`config.mk`:
```
export PLATFORM = sky130hd
export DESIGN_NAME = lv_flt_mgr
export DESIGN_NICKNAME = d
export VERILOG_FILES = /design/src/rtl/lv_flt_mgr_pkg.sv /design/src/rtl/lv_err_deb.sv /design/src/rtl/lv_flt_mgr.sv
export SDC_FILE = /design/constraint.sdc
export NUM_CORES = 1
export LEC_CHECK = 0
export CORE_MARGIN = 3
export CORE_UTILIZATION = 51
export CTS_BUF_LIST = sky130_fd_sc_hd__clkbuf_16
export DETAILED_ROUTE_END_ITERATION = 16
export MAX_ROUTING_LAYER = met4
export PLACE_DENSITY = 0.83
export SYNTH_ARGS = -nofsm -noshare
export SYNTH_HDL_FRONTEND = slang
export SYNTH_SLANG_ARGS = --single-unit
```
`constraint.sdc`:
```
create_clock -name i_clk -period 2.4 [get_ports i_clk]
set_input_delay 0.36 -clock i_clk [delete_from_list [all_inputs] [get_ports i_clk]]
set_output_delay 0.36 -clock i_clk [all_outputs]
set_load 0.02 [all_outputs]
```
`src/rtl/lv_flt_mgr_pkg.sv`:
```
// rtl/lv_flt_mgr_pkg.sv - shared state encoding for the LV fault manager
package lv_flt_mgr_pkg;

   localparam int LV_ST_W = 3;

   typedef enum logic [LV_ST_W-1:0] {
      ST_IDLE     = 3'd0,
      ST_RUN      = 3'd1,
      ST_FAULT    = 3'd2,
      ST_RECOVER  = 3'd3,
      ST_FAILSAFE = 3'd4
   } lv_st_e;

endpackage

```
`src/rtl/lv_err_deb.sv`:
```
// rtl/lv_err_deb.sv - per-source debounce; qualifies a raw error after DEB_CYC consecutive high cycles
module lv_err_deb #(
   parameter int DEB_CYC = 4
) (
   input  logic i_clk,
   input  logic i_rst_n,
   input  logic i_err,
   output logic o_q
);

   localparam int            DW      = $clog2(DEB_CYC + 1);
   localparam logic [DW-1:0] DEB_MAX = DW'(DEB_CYC);

   logic [DW-1:0] cnt;

   // Saturates at DEB_MAX so a long-held error stays qualified without wrapping.
   always_ff @(posedge i_clk or negedge i_rst_n) begin
      if (!i_rst_n)
         cnt <= '0;
      else if (!i_err)
         cnt <= '0;
      else if (cnt != DEB_MAX)
         cnt <= cnt + 1'b1;
   end

   assign o_q = (cnt == DEB_MAX);

endmodule

```
`src/rtl/lv_flt_mgr.sv`:
```
// rtl/lv_flt_mgr.sv - LV fault manager: debounced error sources, sticky status and run/fault/failsafe FSM
module lv_flt_mgr
   import lv_flt_mgr_pkg::*;
#(
   parameter int ERR_NUM = 16,
   parameter int DEB_CYC = 4,
   parameter int REC_CYC = 64
) (
   input  logic               i_clk,
   input  logic               i_rst_n,
   input  logic               i_run_en,
   input  logic               i_fsenb_n,
   input  logic [ERR_NUM-1:0] i_err,
   input  logic [ERR_NUM-1:0] i_err_mask,
   input  logic [ERR_NUM-1:0] i_err_fatal,
   input  logic [ERR_NUM-1:0] i_err_clr,
   output logic [ERR_NUM-1:0] o_err_sts,
   output logic [LV_ST_W-1:0] o_st,
   output logic               o_pwm_en,
   output logic               o_fsafe_en,
   output logic               o_int_n
);

   localparam int            RW      = $clog2(REC_CYC + 1);
   localparam logic [RW-1:0] REC_MAX = RW'(REC_CYC);

   logic [ERR_NUM-1:0] q;
   logic [ERR_NUM-1:0] uq;
   logic               any_uq;
   logic               fatal_held;
   logic [RW-1:0]      rec_cnt;
   logic [RW-1:0]      rec_nxt;
   lv_st_e             cur_st;

   for (genvar g = 0; g < ERR_NUM; g++) begin : g_deb
      lv_err_deb #(.DEB_CYC(DEB_CYC)) u_deb (
         .i_clk   (i_clk),
         .i_rst_n (i_rst_n),
         .i_err   (i_err[g]),
         .o_q     (q[g])
      );
   end

   assign uq         = q & ~i_err_mask;
   assign any_uq     = |uq;
   assign fatal_held = |(o_err_sts & i_err_fatal);
   assign rec_nxt    = rec_cnt + 1'b1;
   assign o_st       = cur_st;

   // Set wins over a coincident clear; masking never clears an already-set bit.
   always_ff @(posedge i_clk or negedge i_rst_n) begin
      if (!i_rst_n)
         o_err_sts <= '0;
      else
         o_err_sts <= (o_err_sts & ~i_err_clr) | uq;
   end

   always_ff @(posedge i_clk or negedge i_rst_n) begin
      if (!i_rst_n) begin
         cur_st     <= ST_IDLE;
         rec_cnt    <= '0;
         o_pwm_en   <= 1'b0;
         o_fsafe_en <= 1'b0;
         o_int_n    <= 1'b1;
      end else begin
         o_pwm_en   <= (cur_st == ST_RUN);
         o_fsafe_en <= (cur_st == ST_FAILSAFE);
         o_int_n    <= ~((|o_err_sts) | (cur_st == ST_FAILSAFE));
         rec_cnt    <= '0;
         case (cur_st)
            ST_IDLE: begin
               if (!i_fsenb_n)    cur_st <= ST_FAILSAFE;
               else if (any_uq)   cur_st <= ST_FAULT;
               else if (i_run_en) cur_st <= ST_RUN;
            end
            ST_RUN: begin
               if (!i_fsenb_n)     cur_st <= ST_FAILSAFE;
               else if (any_uq)    cur_st <= ST_FAULT;
               else if (!i_run_en) cur_st <= ST_IDLE;
            end
            ST_FAULT: begin
               if (!i_fsenb_n)                   cur_st <= ST_FAILSAFE;
               else if (!any_uq && !fatal_held)  cur_st <= ST_RECOVER;
            end
            ST_RECOVER: begin
               if (!i_fsenb_n)               cur_st <= ST_FAILSAFE;
               else if (any_uq)              cur_st <= ST_FAULT;
               else if (rec_nxt == REC_MAX)  cur_st <= i_run_en ? ST_RUN : ST_IDLE;
               else                          rec_cnt <= rec_nxt;
            end
            ST_FAILSAFE: begin
               if (i_fsenb_n && !any_uq) cur_st <= ST_IDLE;
            end
            default: cur_st <= ST_FAILSAFE;
         endcase
      end
   end

endmodule

```
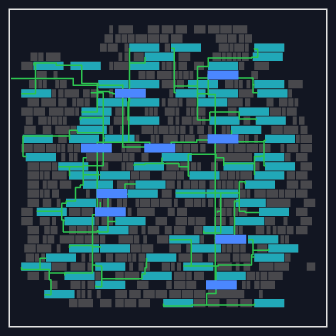
**Above:** run 1 (clock distribution).
[cells driving clock nets] blue | count: 9
[clock wires] green | length: 931 um
[flip-flops] cyan | count: 77
flops lie: all over the die
routed clock nets: 10

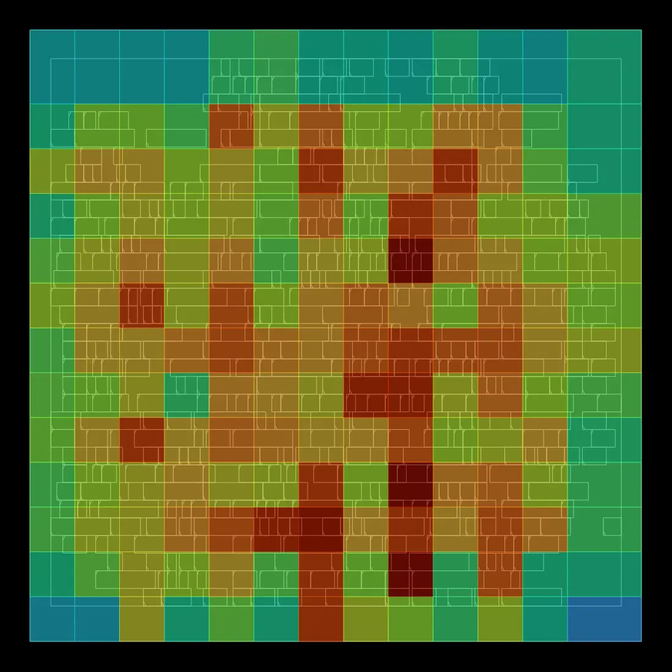
**Above:** run 1 (track usage over the die).
met2 global-route usage: 41.37%
Top Usage Layer GRT: met2
All-Layer GR Usage: 24.91%
met1 usage: 28.10%

==> results.toml, run 1 <==
# yosys + openroad results
[yosys]
ys_seq_share_pct = 48.61
syn_area_um2 = 3966
synth_cell_types = 32
async_flop_share_pct = 100.0
ys_area_um2 = 3966
ys_ff = 77
yosys_warnings = 0
top_cell = "dfrtp_1"
area_leaders = "dfrtp_1, ha_1, inv_1"

[pwr]
p_leak_nw = 2.438
p_comb_share_pct = 23.1
peakVddDrop_mv = 0.6140
p_sw_share_pct = 28.47
finalPower_mw = 4.107

[cts]
cts_tree = "done"
clk_path_buf_depth = 2
ctsResizeCount = 0
cts_inserted_buffers = 9

[drt]
viasPerCell = 5.513
postRouteAntennaNets = 0

[final_timing]
tns_ns = 0
fin_crit_ns = 2.301

[status]
outcome = "finished clean"

[floorplan]
fp_util_pct = 53.54

[finish]
nNetsFinal = 610

[job]
max_cap_viol_count = 0
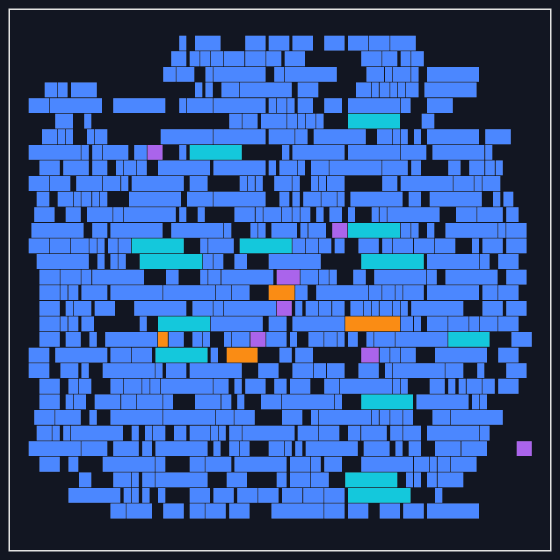
**Above:** run 1 (drive-strength map).
[drive 2] orange | cells: 4 | share: 0.78%
[drive 6 and up] cyan | cells: 13 | share: 2.5% | most used: clkbuf_16
[drive 3 to 4] purple | cells: 7 | share: 1.4% | most used: buf_4
[drive 1 or less] blue | cells: 490 | share: 95% | most used: clkdlybuf4s50_1

run 1: per-layer routing:
metal / vias up / global-route usage, % / share of wire (%)
met5: - / - / 0
met4: 0 / 10.95 / 3.8
met3: 35 / 6.971 / 7.0
met2: 131 / 41.37 / 50
met1: 1636 / 28.10 / 39
li1: 1583 / - / -
run 1: registers in the layout, indices dropped and copies added (netlist names):
name	flops
o_pwm_en	1
rec_cnt	7
o_int_n	1
o_st	3
o_fsafe_en	1
o_err_sts	16
g_deb.u_deb.cnt	48
run 1: cell usage in the layout, fill, tap and decap left out, types with 2 or more instances in the layout:
| cell | n |
|---|---|
| a21boi_0 | 16 |
| a221oi_1 | 4 |
| a22o_1 | 5 |
| a31oi_1 | 19 |
| and2_1 | 16 |
| buf_4 | 4 |
| bufinv_16 | 3 |
| clkbuf_16 | 9 |
| clkdlybuf4s50_1 | 88 |
| dfrtp_1 | 76 |
| ha_1 | 33 |
| inv_1 | 67 |
| nand2_1 | 43 |
| nand2b_1 | 5 |
| nand3_1 | 18 |
| nand3b_1 | 14 |
| nand4_1 | 4 |
| nor2_1 | 12 |
| nor3_1 | 4 |
| nor4_1 | 4 |
| o2111ai_1 | 2 |
| o21ai_0 | 31 |
| o22ai_1 | 2 |
| xnor2_1 | 19 |
| xor2_1 | 2 |
run 1: power by group through the flow:
stage / registers, mW / logic, mW / clock network, mW
after detailed placement: 1.63 / 0.938 / 0
after global routing: 1.64 / 1.07 / 1.62
after global placement: 1.62 / 0.877 / 0
after CTS: 1.61 / 0.954 / 1.55
after floorplan: 1.64 / 0.512 / 0
final: 1.62 / 0.950 / 1.54
run 1: layout make-up:
type / instances / area, um^2 / share of cell area (%)
antenna: 1 / 2.502 / 0.04669
tap: 99 / 123.9 / 2.311
inverter: 66 / 247.7 / 4.622
clock buffer: 9 / 225.2 / 4.202
clock inverter: 7 / 115.1 / 2.148
timing repair buffer: 93 / 930.9 / 17.37
multi-input combinational: 262 / 1787 / 33.33
sequential: 77 / 1928 / 35.97
run 1: kinds of logic after synthesis:
kind of cell	after synthesis	share of synthesized area, %
and+or+nand+nor	126	16.53
AOI/OAI and AO/OA	82	13.47
DFF	77	48.61
buffers and inverters	67	6.341
adders and majority gates	33	10.41
xor gates and xnor gates	21	4.637
run 1: path summary, 6_finish.rpt:
path	startpoint	to	cells after the start
setup / recovery	g_deb[15].u_deb.cnt[0]	o_st[0]	8
max in group asynchronous	i_rst_n	rec_cnt[3]	2
setup reg to reg	g_deb[15].u_deb.cnt[0]	o_st[0]	8
hold / removal	i_rst_n	g_deb[13].u_deb.cnt[0]	1
min in group i_clk	rec_cnt[0]	rec_cnt[0]	1
hold reg to reg	rec_cnt[0]	rec_cnt[0]	1
## Run 2: what changed since run 1
--- a/config.mk
+++ b/config.mk
@@ -5,6 +5,7 @@
 export SDC_FILE = /design/constraint.sdc
 export NUM_CORES = 1
 export LEC_CHECK = 0
+export ABC_AREA = 1
 export CORE_MARGIN = 3
 export CORE_UTILIZATION = 51
 export CTS_BUF_LIST = sky130_fd_sc_hd__clkbuf_16
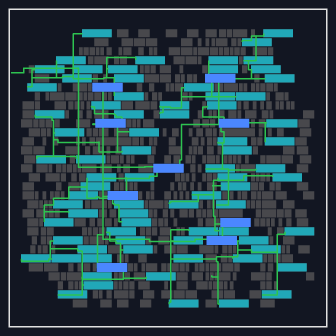
**Above:** run 2 (clock distribution).
[clock wires] green | length: 929 um
[flip-flops] cyan | count: 77
[cells driving clock nets] blue | count: 9
flops lie: all over the die

==> run 2 against run 1 <==
The run now ends with hold timing left. Total power fell by 4.5%. Die area is 2.6% higher. Worst hold slack lost 0.069 ns. Sequential power is 2% lower. Register-to-register slack better by 0.35 ns. Sequential share of layout area is 0.37 points lower. Clock skew down 0.00066 ns. Combinational power down 0.7%. Count of clock-buffer cells in the layout did not move. Synthesized cell count up 20%. Setup slack gained 0.35 ns. Non-clock buffer count is 3 lower. Highest routed layer unchanged.
==> results.toml, run 2 <==
# yosys + openroad results
[status]
outcome = "finished, violations left"
violations = "hold timing"

[yosys]
top_cell = "inv_1"
ys_seq_share_pct = 47.28
synth_cell_types = 22
area_leaders = "dfrtp_1, ha_1, inv_1"
ys_ff = 77
syn_area_um2 = 4078
async_flop_share_pct = 100.0
ys_area_um2 = 4078
yosys_warnings = 0

[pwr]
finalPower_mw = 3.924
p_sw_share_pct = 29.36
p_seq_share_pct = 40.3
clockPowerShare_pct = 35.7
p_comb_share_pct = 24.0
peakVddDrop_mv = 0.4077
p_leak_nw = 2.663

[finish]
layout_top_cells = "inv_1, clkdlybuf4s50_1, dfrtp_1"
diodes = 0
regMostFlops = "g_deb.u_deb.cnt"
largest_registers = "g_deb.u_deb.cnt: 48 flops, o_err_sts: 16 flops, rec_cnt: 7 flops"
largest_reg_flops = 48
n_fill_cell = 538
layout.cells.most_common = "inv_1"
nNetsFinal = 689
drive_above_1_share_pct = 5.743

[drt]
postRouteAntennaNets = 0

[setup_path]
end_kind = "flip-flop"
r2r_slack_ns = 0.45
slowest_stage = "dfrtp_1"

[cts]
cts_inserted_buffers = 9
clk_path_buf_depth = 2
insertion_delay_ns = 0.33
ctsResizeCount = 0
cts_tree = "done"

[final_timing]
tns_ns = 0
holdWs_ns = -0.01969
fin_crit_ns = 1.954
hold_viol_final = 19
maxSlewViolCount = 0

[worst_hold_path]
worstHoldPathType = "primary input to async pin"

[grt]
grt_usage_pct = 24.37

[job]
max_cap_viol_count = 0

[floorplan]
fp_util_pct = 54.47

[placed_design]
portBuffers = 89
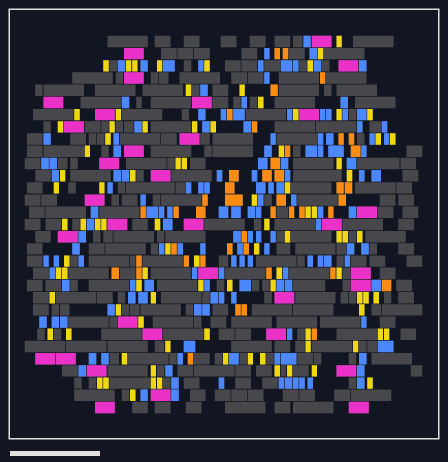
**Above:** run 2 (gate families picked out).
Scale bar: 20 um.
[NOR gates] orange | cells: 44 | most used: nor2_1
[NAND gates] blue | cells: 149 | most used: nand2_1
[inverters] yellow | cells: 92 | most used: inv_1 | where: all over the die
[adder and majority cells] magenta | cells: 33 | most used: ha_1 | where: all over the die

==> run 2: path summary, 6_finish.rpt <==
| path | from | end | cells after the start |
|---|---|---|---|
| setup / recovery | g_deb[15].u_deb.cnt[0] | o_st[1] | 14 |
| hold / removal | i_rst_n | g_deb[1].u_deb.cnt[2] | 1 |
| setup reg to reg | g_deb[15].u_deb.cnt[0] | o_st[1] | 14 |
| hold reg to reg | rec_cnt[0] | rec_cnt[0] | 1 |
| max in group asynchronous | i_rst_n | g_deb[8].u_deb.cnt[0] | 2 |
| min in group i_clk | rec_cnt[0] | rec_cnt[0] | 1 |
==> run 2: cells by family (layout without fill, tap and decap cells) <==
kind of cell,after synthesis,after routing,share of synthesized area [%]
fa+ha+maj,33,33,10.13
buf+inv,92,197,8.469
compound gates,92,92,11.91
simple gates,193,193,22.22
flops,77,77,47.28
==> run 2: metal layers <==
layer | routed length [um] | track usage [%] | vias up | part of all wire, %
li1 | - | - | 1802 | -
met1 | 3968 | 28.32 | 1699 | 40
met2 | 5130 | 41.28 | 104 | 52
met3 | 607 | 4.893 | 21 | 6.1
met4 | 242 | 10.07 | 0 | 2.4
met5 | 0 | - | - | 0
==> run 2: cell type report <==
class / count / area (um^2) / share of cell area [%]
Clock buffer: 9 / 225.2 / 4.159
Clock inverter: 6 / 80.08 / 1.479
Inverter: 92 / 345.3 / 6.377
Multi-Input combinational cell: 318 / 1804 / 33.32
Sequential cell: 77 / 1928 / 35.61
Tap cell: 99 / 123.9 / 2.287
Timing Repair Buffer: 90 / 908.4 / 16.77
==> run 2: power by group through the flow <==
stage,Combinational (mW),Sequential [mW],Clock [mW]
after floorplan,0.474,1.64,0
after global placement,0.887,1.59,0
after detailed placement,0.934,1.60,0
after CTS,0.950,1.58,1.41
after global routing,1.07,1.60,1.47
final,0.943,1.58,1.40
==> run 2: stage by stage <==
stage	cell area (um^2)	setup slack [ns]	hold WS [ns]	instances
finish	5415	0.4462	-0.01969	691
global route	5415	0.2735	0.007700	691
CTS	5415	0.4252	0.001440	691
detailed placement	5110	0.3656	0.3557	676
global placement	5110	0.4299	0.3537	676
floorplan	4078	0.7835	0.06441	487
## Run 3: what changed since run 2
--- a/config.mk
+++ b/config.mk
@@ -7,11 +7,11 @@
 export LEC_CHECK = 0
 export ABC_AREA = 1
 export CORE_MARGIN = 3
-export CORE_UTILIZATION = 51
+export CORE_UTILIZATION = 46
 export CTS_BUF_LIST = sky130_fd_sc_hd__clkbuf_16
 export DETAILED_ROUTE_END_ITERATION = 16
 export MAX_ROUTING_LAYER = met4
-export PLACE_DENSITY = 0.83
+export PLACE_DENSITY = 0.79
 export SYNTH_ARGS = -nofsm -noshare
 export SYNTH_HDL_FRONTEND = slang
 export SYNTH_SLANG_ARGS = --single-unit
==> constraint.sdc (replaced) <==
create_clock -name i_clk -period 1.75 [get_ports i_clk]
set_input_delay 0.2625 -clock i_clk [delete_from_list [all_inputs] [get_ports i_clk]]
set_output_delay 0.2625 -clock i_clk [all_outputs]
set_load 0.02 [all_outputs]
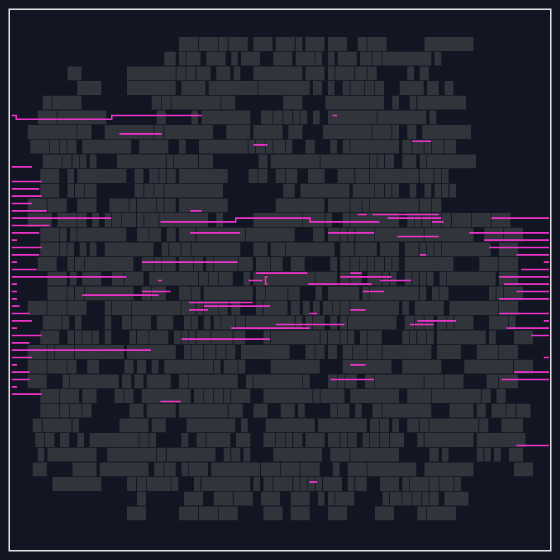
**Above:** run 3 (M3 wires).
Cells faint in the background.
share of all routed wire: 5.8%
main direction: horizontal
longest straight run: 25.5 um
nets with wire on the layer: 81
wire length on this layer: 611 um

==> run 3 against run 2 <==
The flow finishes with violations (setup timing). Via count grew 5.1%. Die area grew 10%. Wire length grew 6.4%. Core utilization shrank 1.2 points. Sequential power grew 37%. Total power grew 48%. Non-clock buffer count grew 37.
==> results.toml, run 3 <==
# yosys + openroad results
[worst_hold_path]
worstHoldPathType = "primary input to async pin"

[yosys]
async_flop_share_pct = 100.0
yosys_warnings = 0
synth_cell_types = 22
ys_seq_share_pct = 47.28

[finish]
n_fill_cell = 611
nNetsFinal = 726
layout_top_cells = "clkdlybuf4s50_1, inv_1, dfrtp_1"
final_area_um2 = 5989
diodes = 0
layout.cells.most_common = "clkdlybuf4s50_1"
largest_reg_flops = 48
final_cells = 735

[pwr]
peakVddDrop_mv = 0.6968
clockPowerShare_pct = 34.9
p_seq_share_pct = 37.3
p_leak_nw = 2.873
finalPower_mw = 5.802

[status]
violations = "setup timing"
outcome = "finished, violations left"

[job]
max_cap_viol_count = 0

[final_timing]
fin_ws_ns = -0.02087
finalSetupViolations = 2
hold_viol_final = 0
maxSlewViolCount = 0

[setup_path]
slowest_stage = "dfrtp_1"

[drt]
wl_met1_um = 4604
dr_wl_met3_um = 611
highest_layer = "met4"

[cts]
cts_inserted_buffers = 9

[placed_design]
numPlacedInstances = 702
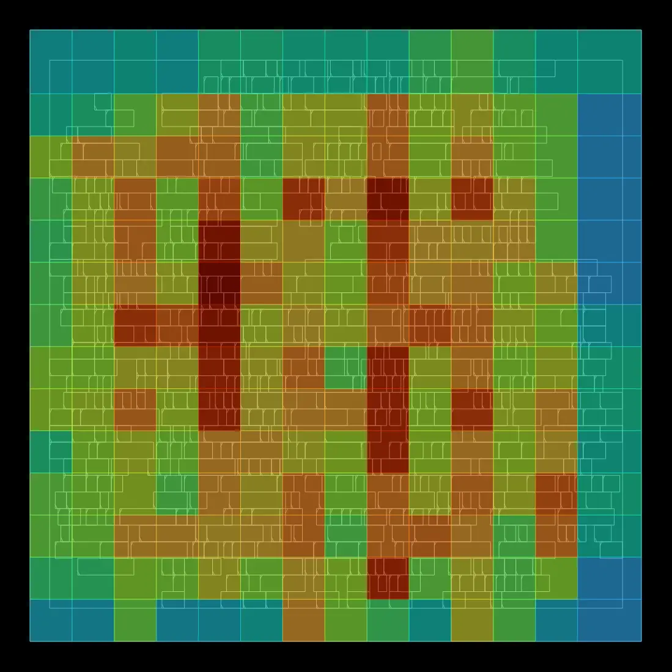
**Above:** run 3 (track usage over the die).
met1 usage: 28.35%
All-Layer GR Usage: 22.05%
met2 global-route usage: 35.63%
grt met3 use: 4.239%

[run 3: layout make-up]
type,count,share of cell area [%]
inverter,92,5.766
clock inverter,7,1.650
multi-input combinational,318,34.55
clock buffer,9,3.760
sequential,77,32.19
timing repair buffer,127,19.89
tap,105,2.193
[run 3: power by group through the flow]
stage / combinational (mW) / clock, mW / sequential [mW]
after CTS: 1.42 / 2.03 / 2.15
after global routing: 1.80 / 2.12 / 2.19
final: 1.61 / 2.03 / 2.16
after floorplan: 0.650 / 0 / 2.25
after global placement: 1.28 / 0 / 2.17
after detailed placement: 1.34 / 0 / 2.18
[run 3: logic make-up (layout without fill, tap and decap cells)]
family	count (synthesis)	in the layout	share of synthesized area, %
AND/OR/NAND/NOR	193	193	22.22
adder cells (fa/ha/maj)	33	33	10.13
buffers and inverters	92	235	8.469
flip-flops	77	77	47.28
AND-OR/OR-AND	92	92	11.91
[run 3: repair_timing]
action | 4_1_cts | 5_1_grt
setup buffers | 8 | 8
resized | 20 | 49
pin swaps | 10 | 15
hold endpoints to repair | 37 | 0
hold buffers | 1 | 0
setup endpoints to repair | 7 | 10
[run 3: final timing paths]
check	from	endpoint	slack, ns	cells past startpoint
max	g_deb[15].u_deb.cnt[1]	o_st[1]	-0.02	14
min	i_rst_n	g_deb[2].u_deb.cnt[2]	0.45	2
max in group asynchronous	i_rst_n	g_deb[14].u_deb.cnt[0]	0.70	3
max reg2reg	g_deb[15].u_deb.cnt[1]	o_st[1]	-0.02	14
min in group i_clk	o_err_sts[11]	o_int_n	0.46	1
min reg2reg	o_err_sts[11]	o_int_n	0.46	1
[run 3: metal layers]
metal,up-vias,GRT usage [%]
met1,1787,28.35
met2,121,35.63
met4,0,6.528
met3,15,4.239
li1,1888,-
met5,-,-
[run 3: stage by stage]
stage | worst slack (ns) | hold slack, ns
2_1_floorplan | 0.1335 | -0.03309
3_3_place_gp | -0.1473 | 0.2726
3_5_place_dp | -0.1974 | 0.2769
4_1_cts | 0.004165 | 0.4589
5_1_grt | -0.1397 | 0.4853
6_report | -0.02087 | 0.4527
Power and IR drop assume default switching activity.
